### Clock wiring as the flow saved it

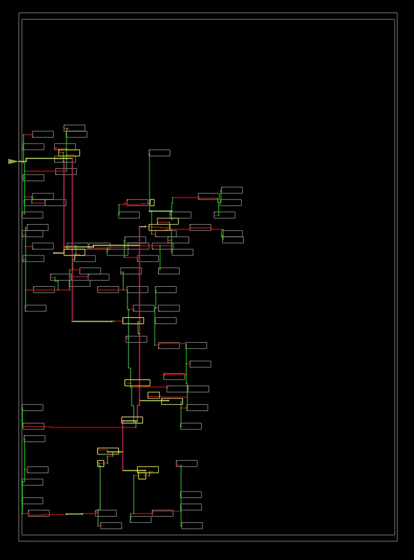
### Cells by drive strength

Bar = 50 um.
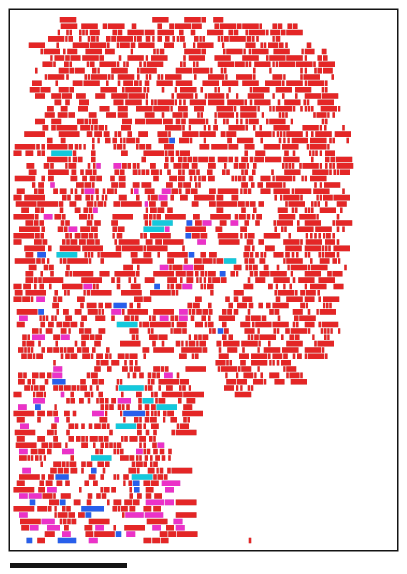
### Cell classes on the final placement

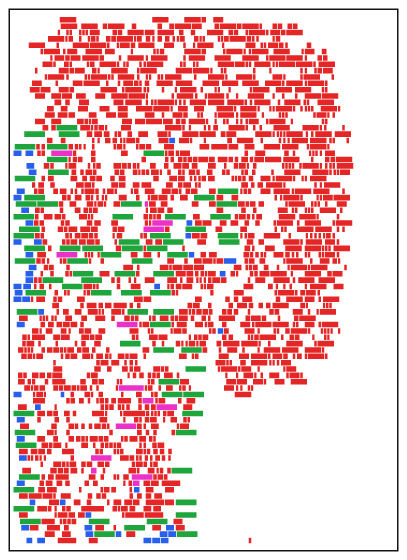
### Sequential cells coloured by netlist name

Bar = 50 um. Other sequential cells in the stronger grey, the rest of the logic in the fainter grey.
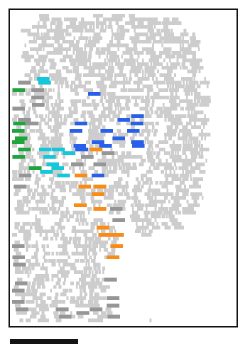
### Clock wires, drivers and flops

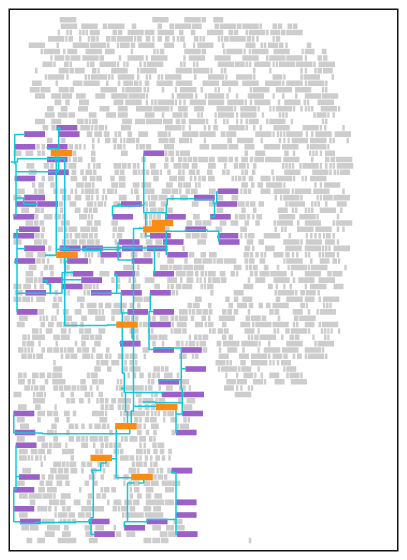
Design flog_exp2_bf16_flat, sky130hd; sources not shown.
==> results.toml <==
# physical design summary
[run_status]
outcome = "complete, no violations"

[floorplanning]
initial_core_util_pct = 40.8

[setup_path]
start_kind = "register"
critPathBufInv = 4
cp_max_fo = 17

[timing]
worst_slew_pin_slew_ns = 0.878
fin_crit_sh_pct = 89.6
slew_violations = 0

[placement]
dp_slack_ns = 1.40
dp_cells = 2204
dpl-instance-area_mm2 = 0.0157

[synthesis]
synth_cell_type_count = 99
ys_ff = 76
yosysTopAreaCell = "fa_1"
ys.flop_type = "dfrtp_1"

[run]
tool_warnings = 39
maxCapViolCount = 0

[final_layout]
antenna_cells = 0
buffers_excl_clock = 52
inv_count = 243
comb_area_share_pct = 74.0

[grt]
grt_pass1_wl_mm = 67.8
grt.met2_usage_pct = 39.9
met1_usage_pct = 26.6
antenna_found_initial = 1

[route]
first_pass_iters = 5
dr.max_layer_used = "met5"
ant_nets = 0
met3_wirelength_mm = 1.55
drt_iter0_drc = 821
num_vias = 12684

[clock_network]
clk_pin_slew_ns = 0.06
cts_hold_buf = 0
Back to the opening pictures, 'Clock wiring as the flow saved it':
Late-Pin Clk Latency: 0.35 ns
flop count: 76
Worst Clk Skew: 0.0100 ns
CLK BUF: 10

Back to the opening pictures, 'Cells by drive strength':
size	colour	cells
drive 2	magenta	62
drive 1 or less	red	1653
drive 6 and up	cyan	12
drive 3 to 4	blue	24
Design Area, Final: 0.0160 mm^2
Area growth, synth to finish: 6.63%

Back to the opening pictures, 'Cell classes on the final placement':
class	colour	cells	share of their area
flip-flops	green	76	12%
all other logic	red	1609	83%
other buffers and delay cells	blue	52	3.1%
clock drivers and dummy loads	magenta	14	1.9%
Final Core Density: 43.5%
fraction of area in registers: 11.9%
core footprint: 0.0369 mm^2
num rows: 83

Back to the opening pictures, 'Sequential cells coloured by netlist name':
signal	colour	placed flops
`u_core.bus.e_res_o`	green	8
`u_core.e_r`	cyan	10
`u_core.acc`	blue	16
`u_core.fbits`	orange	12
not coloured	30
Reg area: 0.00190 mm^2

Back to the opening pictures, 'Clock wires, drivers and flops':
[cells driving clock nets] orange | count: 9
[clock wires] cyan | length: 1300 um
[flip-flops] purple | count: 76
routed clock nets	10

[cell families after synthesis]
kind of cell	count (synthesis)	synth area share (%)
AND/OR/NAND/NOR	586	19.2
AND-OR/OR-AND	337	15.7
buffers and inverters	333	8.55
adder cells (fa/ha/maj)	309	34.6
flip-flops	76	12.7
multiplexers	69	5.34
XOR/XNOR	64	4.01
other	1	0.0250
[placed cells by master (no fill, tap or decap), drive strengths merged, types with 21 or more instances in the layout]
cell type and instances:
inv 240, mux2i 26, o21ai 79, fa 177, xor2 23, mux2 39
nand2 244, dfrtp 76, a21oi 64, nand3 33, nor2 78, nand4 21
xnor2 41, clkdlybuf4s50 35, and2 102, ha 132
